Figure 1. Wiring heat map (run 1).
Drawn at 2 px/um. 35 x 35 tiles, from dark blue (low) to red (high), scaled to the fullest tile. Values are wire area over tile area, all layers added.
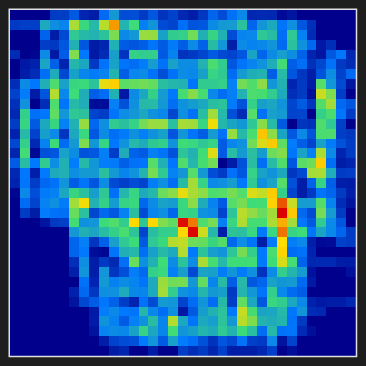
Figure 2. Met2 routing (run 1).
Drawn at 3 px/um. Cells faint in the background.
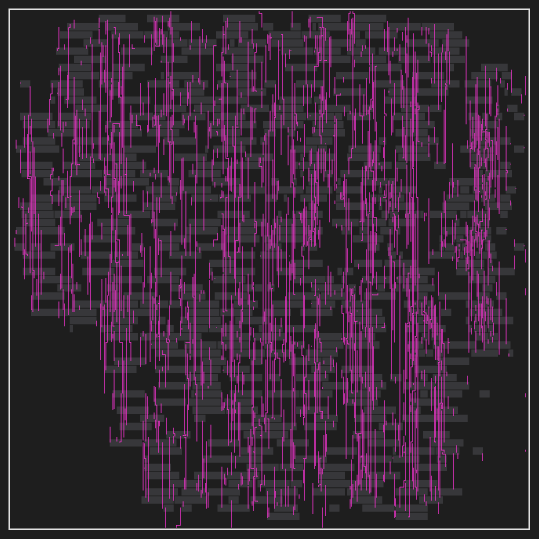
Figure 3. Routing congestion (run 1).
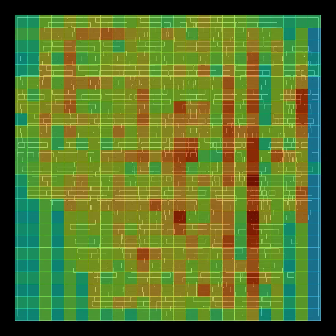
Design ser_fifo_tx, sky130hd; sources not shown.
==> changes_impl.md, run 1 <==
## Flow update

- Design area: 0.0136 sq mm
- Met1 usage: 23.4%
- Slew HR: 23.7%
- Comb area share: 21.4%
- Global-route wire length before repair: 37500 um
- FF-to-FF setup slack: 1.82 ns
- Register Area: 0.00865 sq mm
- Ys Warns: 0
- Mean Syn Cell Area: 20.5 sq um
- Die area: 0.0299 sq mm
- Min Tclk post-route: 2.58 ns
- Syn Nets: 599
- Fin cells: 1037
- Post-DRT Antenna Nets: 0
- Num ports: 32
- DR top layer: met4
- Pwr/cell area: 595 mW/mm^2
- Cell Int Power: 5.86 mW
- Clock group: 2.63 mW
- Synth Cell Area: 0.0117 sq mm
- Setup Buffers After CTS: 0
- Outcome: finished clean
- Maximum clock insertion buffer count: 3
- Seq area share: 63.7%
- Vias in the first global route: 5983
- Drc violations: 0
- Ant diodes: 0
- Yosys top cell by instances: edfxtp_1
- Core ar.: 0.0287 sq mm
- CTS sink cnt: 294
- Root Driver: clkbuf_16
- Pwr top: sequential cells
- Total power: 8.07 mW
- Setup violators final: 0
- Switch Pwr: 2.21 mW
- Fin worst setup slack: 1.82 ns
- Slowest cell on crit path: dfrtp_4
- Critical Path Fanout Max: 38
- Clock share of power: 32.6%
- Placed cell count: 975
- Biggest Area Class: sequential cells
- Initial antenna violation count: 0
- Crit path cell chain: buf_12 > mux4_1 > mux2_2 > a22oi_1 > nand2_1
- Cell Rows: 62
- Fin. max-slew vios: 0
- Stage-log warning count: 30
- Die Y: 173 um
- Part of the power in registers: 46.0%
- Ys flops: 294
- Hold Vio Cnt, Final: 0
- CP Capture Type: flop
- Worst-Margin Slew: 1.14 ns
- CTS tree: built
- CTS Buf Count: 34
- Most common library cells after synthesis: edfxtp_1 (256), mux4_2 (39), dfrtp_1 (37), mux2_2 (31), nand2_1 (26)
- Crit. path cell count: 5
- F_max: 0.387 GHz
- Synth area leader: edfxtp_1
- # Cells Yosys: 570
- Async SR Flop Fraction: 12.9%
- Met3 Wirelength: 1090 um
- Fraction of area in clock buffers and inverters: 7.83%
- Clock latency on the worst-skew pair: 0.49 ns
- Synth Seq Share: 74.0%
- Logic area: 0.00290 sq mm
- Skew final: 0.00981 ns
- Metal1 wirelength: 10900 um
- Setup TNS: 0 ns
- Crit path largest cell delay: 0.90 ns
- Total grt overflow: 0
- Leakage: 4.45 nW
- Fill cells: 2411
- Crit path launch type: flop
- RePlAce Congestion: 0.743
- CP bufs+invs: 1
- Max-area cell share: 65.8%
- H-tree depth: 2
- Chip width: 173 um
- Hold slack: 0.0484 ns
- Max capacitance violation total: 0
- Largest register FFs: 256
- Crit-path leading delay family: flip-flops
- # Taps: 384
- Number of cells produced by synthesis: 570
- Input/output buffers: 31
- Routed vias/inst: 5.36
- Place WS: 1.46 ns
- Reg2reg path depth: 5
- Sequential power: 3.71 mW
- Number of non-clock inverters in the layout: 6
- Number of enable flip-flop cells: 256
- Largest net degree at the start of global routing: 39
- Hold Crit Class: in2async
- Post-CTS Hold Buffers: 0
- DP HPWL: 14400 um
- RSZ-0062 raised after global routing: false
- Drt first pass iters: 4
- Nets: 656
- Met3 usage in global routing: 2.95%
- VDD IR max: 0.265 mV
- Netlist cell types: 45
- Layout cell share with drive strength beyond 1: 24.7%
- Switching portion of total power: 27.3%
- Non-Clock Buffer Count: 50
- Flops: 294
- Synth Flop Type: edfxtp_1
- Yosys stat area: 0.0117 sq mm
- P_comb: 1.73 mW
- Placed cell area: 0.0125 sq mm
- Init Core Util: 40.7%
- Top area cell types: edfxtp_1 (66%), dfrtp_1 (7.9%), mux4_2 (7.5%)
- Post_cts resized: 0
- Logic Gate Count: 241
- Non-clk buf share: 3.39%
- First DRT Iteration DRCs: 406
- Combinational power share: 21.4%
- Area growth, synth to finish: 16.2%
- DR WL met2: 11800 um
- WP data required: 4.77 ns
- Crit Path Category: reg2reg
- Part of the cycle the worst path needs: 58.7%
- Clock transition at path regs: 0.06 ns
- Worst endpoint data arrival time: 2.96 ns
- # clk buffers: 42
## Picture notes: Figure 1
emptiest ninth of the die = lower left
fullest tile = 0.47
densest ninth of the die = center
drt wl/cell: 23.5 um
vias: 5555
GRT Total Usage: 17.0%
DRT Wirelength: 24300 um

## Picture notes: Figure 2
longest straight run = 87.7 um
main direction = vertical
share of all routed wire = 49%
wire length on this layer = 11800 um
nets with wire on the layer = 583
met2 Track Usage GR: 27.7%

## Picture notes: Figure 3
Post-Route Utilization: 47.3%
GRT Max-Usage Layer: met2

## run 1: cells in the final DEF, fill, tap and decap left out, drive strengths merged, types with 17 or more instances in the layout
master	netlist	final
a22oi	17	17
clkinv	0	17
mux4	64	64
dfrtp	37	37
clkbuf	6	42
buf	23	20
edfxtp	256	256
clkdlybuf4s50	0	30
nand2	26	26
nor2	19	19
mux2	31	31
## run 1: logic make-up (layout without fill, tap and decap cells)
logic type	count (synthesis)	after routing	share of synthesized area [%]
XOR/XNOR	11	11	0.825
AND-OR/OR-AND	50	50	3.29
adder cells (fa/ha/maj)	8	8	0.857
multiplexers	97	97	16.3
AND/OR/NAND/NOR	75	75	3.11
buffers and inverters	35	118	1.62
flip-flops	294	294	74.0
Figure 4. Ports around the boundary (run 1).
Drawn at 3 px/um. Pins as bars across the die edge, other pins in gray.
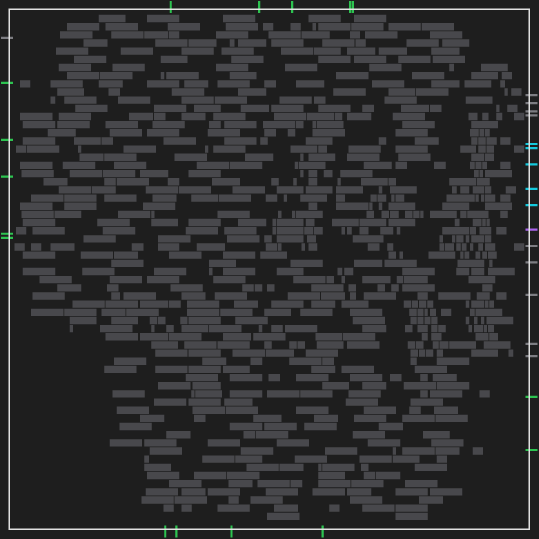

==> run 2: changes to the inputs <==
==> constraint.sdc (replaced) <==
create_clock -name clk -period 2.1 [get_ports clk]
set_input_delay 0.21 -clock clk [delete_from_list [all_inputs] [get_ports clk]]
set_output_delay 0.21 -clock clk [all_outputs]
set_load 0.02 [all_outputs]
Figure 5. Ports around the boundary (run 2).
Drawn at 3 px/um. Pins as bars across the die edge, other pins in gray.
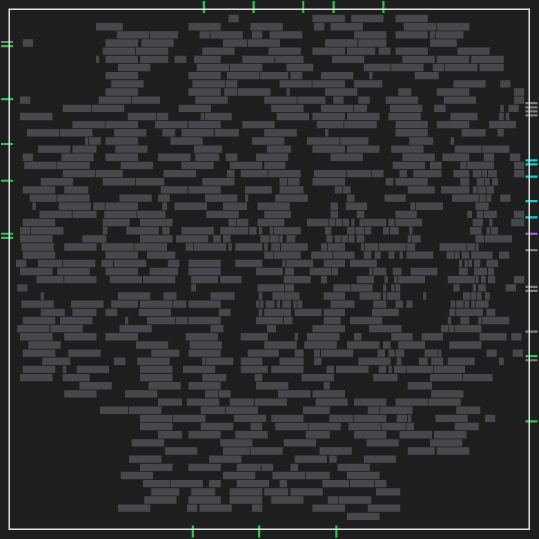
green -> wdata  # pins 16, direction input, edge 6 left, 5 top, 3 bottom, 2 right
purple -> empty  # pins 1, direction output, edge right
cyan -> count  # pins 5, direction output, edge right
chip width: 173 um
Die Y: 173 um
input/output buffers: 31

Figure 6. Metal 3 (run 2).
Drawn at 3 px/um. Cells faint in the background.
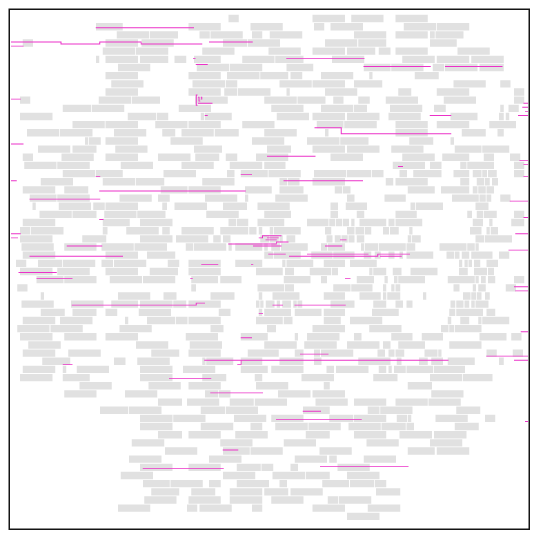
wire length on this layer = 935 um
main direction = horizontal
nets with wire on the layer = 50
longest straight run = 81.2 um
met3 usage in global routing: 2.53%
DRT Wirelength: 26100 um

==> run 2 against run 1 <==
Against the previous run:
- utilization increased by 1.2 points
- synthesized area unchanged
- routed wire length increased by 7.2%
- sequential power increased by 110%
- total power increased by 110%
- die area unchanged
- clock skew increased by 0.0045 ns
- worst setup slack got worse by 1.8 ns
- synthesized cell count unchanged
- critical endpoint unchanged
==> changes_impl.md, run 2 <==
## Flow update

- Init Core Util: 40.7%
- Stage-log warning count: 30
- Crit path largest cell delay: 0.56 ns
- Part of the cycle the worst path needs: 98.1%
- Metal1 wirelength: 11500 um
- Synth Cell Area: 0.0117 sq mm
- Adder share: 0.857%
- Clock transition at path regs: 0.06 ns
- GRT Total Usage: 17.6%
- Netlist cell types: 45
- CTS tree: built
- Leakage: 4.62 nW
- Flops: 294
- Initial antenna violation count: 0
- Synth area leader: edfxtp_1
- Logic Gate Count: 241
- Total power: 16.7 mW
- WP data required: 2.52 ns
- # Taps: 384
- Drc violations: 0
- Dominant logic cell types in the final layout: edfxtp_1 (256), mux4_2 (39), dfrtp_1 (35), clkbuf_16 (32), mux2_2 (31)
- Cell Rows: 62
- CP Capture Type: flop
- RePlAce Congestion: 0.702
- Reg2reg path depth: 5
- Global-route wire length before repair: 38800 um
- Async SR Flop Fraction: 12.9%
- Mux area share: 16.3%
- Clock latency on the worst-skew pair: 0.55 ns
- Drt wl/cell: 24.7 um
- Largest register FFs: 256
- Setup violators final: 0
- Hold Vio Cnt, Final: 0
- Root Driver: clkbuf_16
- Outcome: finished clean
- Worst-Margin Slew: 0.898 ns
- Routed vias/inst: 5.44
- Worst endpoint data arrival time: 2.48 ns
- Seq area share: 62.1%
- P_comb: 4.19 mW
- Total grt overflow: 0
- Ys flops: 294
- Die area: 0.0299 sq mm
- Nets: 681
- Number of enable flip-flop cells: 256
- Most used logic cell in the final layout: edfxtp_1
- Post-Route Utilization: 48.5%
- Met2 Track Usage GR: 30.1%
- Critical Path Fanout Max: 21
- Syn Nets: 599
- Top area cell types: edfxtp_1 (66%), dfrtp_1 (7.9%), mux4_2 (7.5%)
- Maximum clock insertion buffer count: 3
- Register Area: 0.00865 sq mm
- Xor+xnor area frac: 0.825%
- Fin cells: 1057
- Biggest Area Class: sequential cells
- Crit path launch type: flop
- Layout cell share with drive strength beyond 1: 27.9%
- Comb area share: 21.3%
- Most common library cells after synthesis: edfxtp_1 (256), mux4_2 (39), dfrtp_1 (37), mux2_2 (31), nand2_1 (26)
- Mean Syn Cell Area: 20.5 sq um
- Num ports: 32
- Vias: 5746
- Number of cells produced by synthesis: 570
- Post-Synth Simple-Gate Area: 3.11%
- Synth Flop Type: edfxtp_1
- DP HPWL: 15100 um
## run 2: critical path, delay by kind of cell, from the launching register on
kind / cells / cell delay, ns
AND/OR/NAND/NOR: 1 / 0.09
multiplexers: 2 / 0.85
buffers and inverters: 1 / 0.22
flip-flops: 1 / 0.50
AND-OR/OR-AND: 1 / 0.26
## run 2: timing repair
action	4_1_cts	5_1_grt
hold buffers	1	0
resized	6	6
setup endpoints to repair	9	8
cloned	0	1
pin swaps	0	1
hold endpoints to repair	37	0
## run 2: through the flow
stage	hold slack [ns]	setup slack (ns)	instance area, sq um	TNS [ns]
after floorplan	-0.0856	0.0494	11700	0
after global placement	0.367	-0.0760	12900	-1.04
after detailed placement	0.383	-0.101	12900	-1.75
after CTS	0.228	0.0107	13900	0
after global routing	0.244	0.00965	13900	0
final	0.253	0.0409	13900	0
Power is estimated from default activity; no workload was simulated.
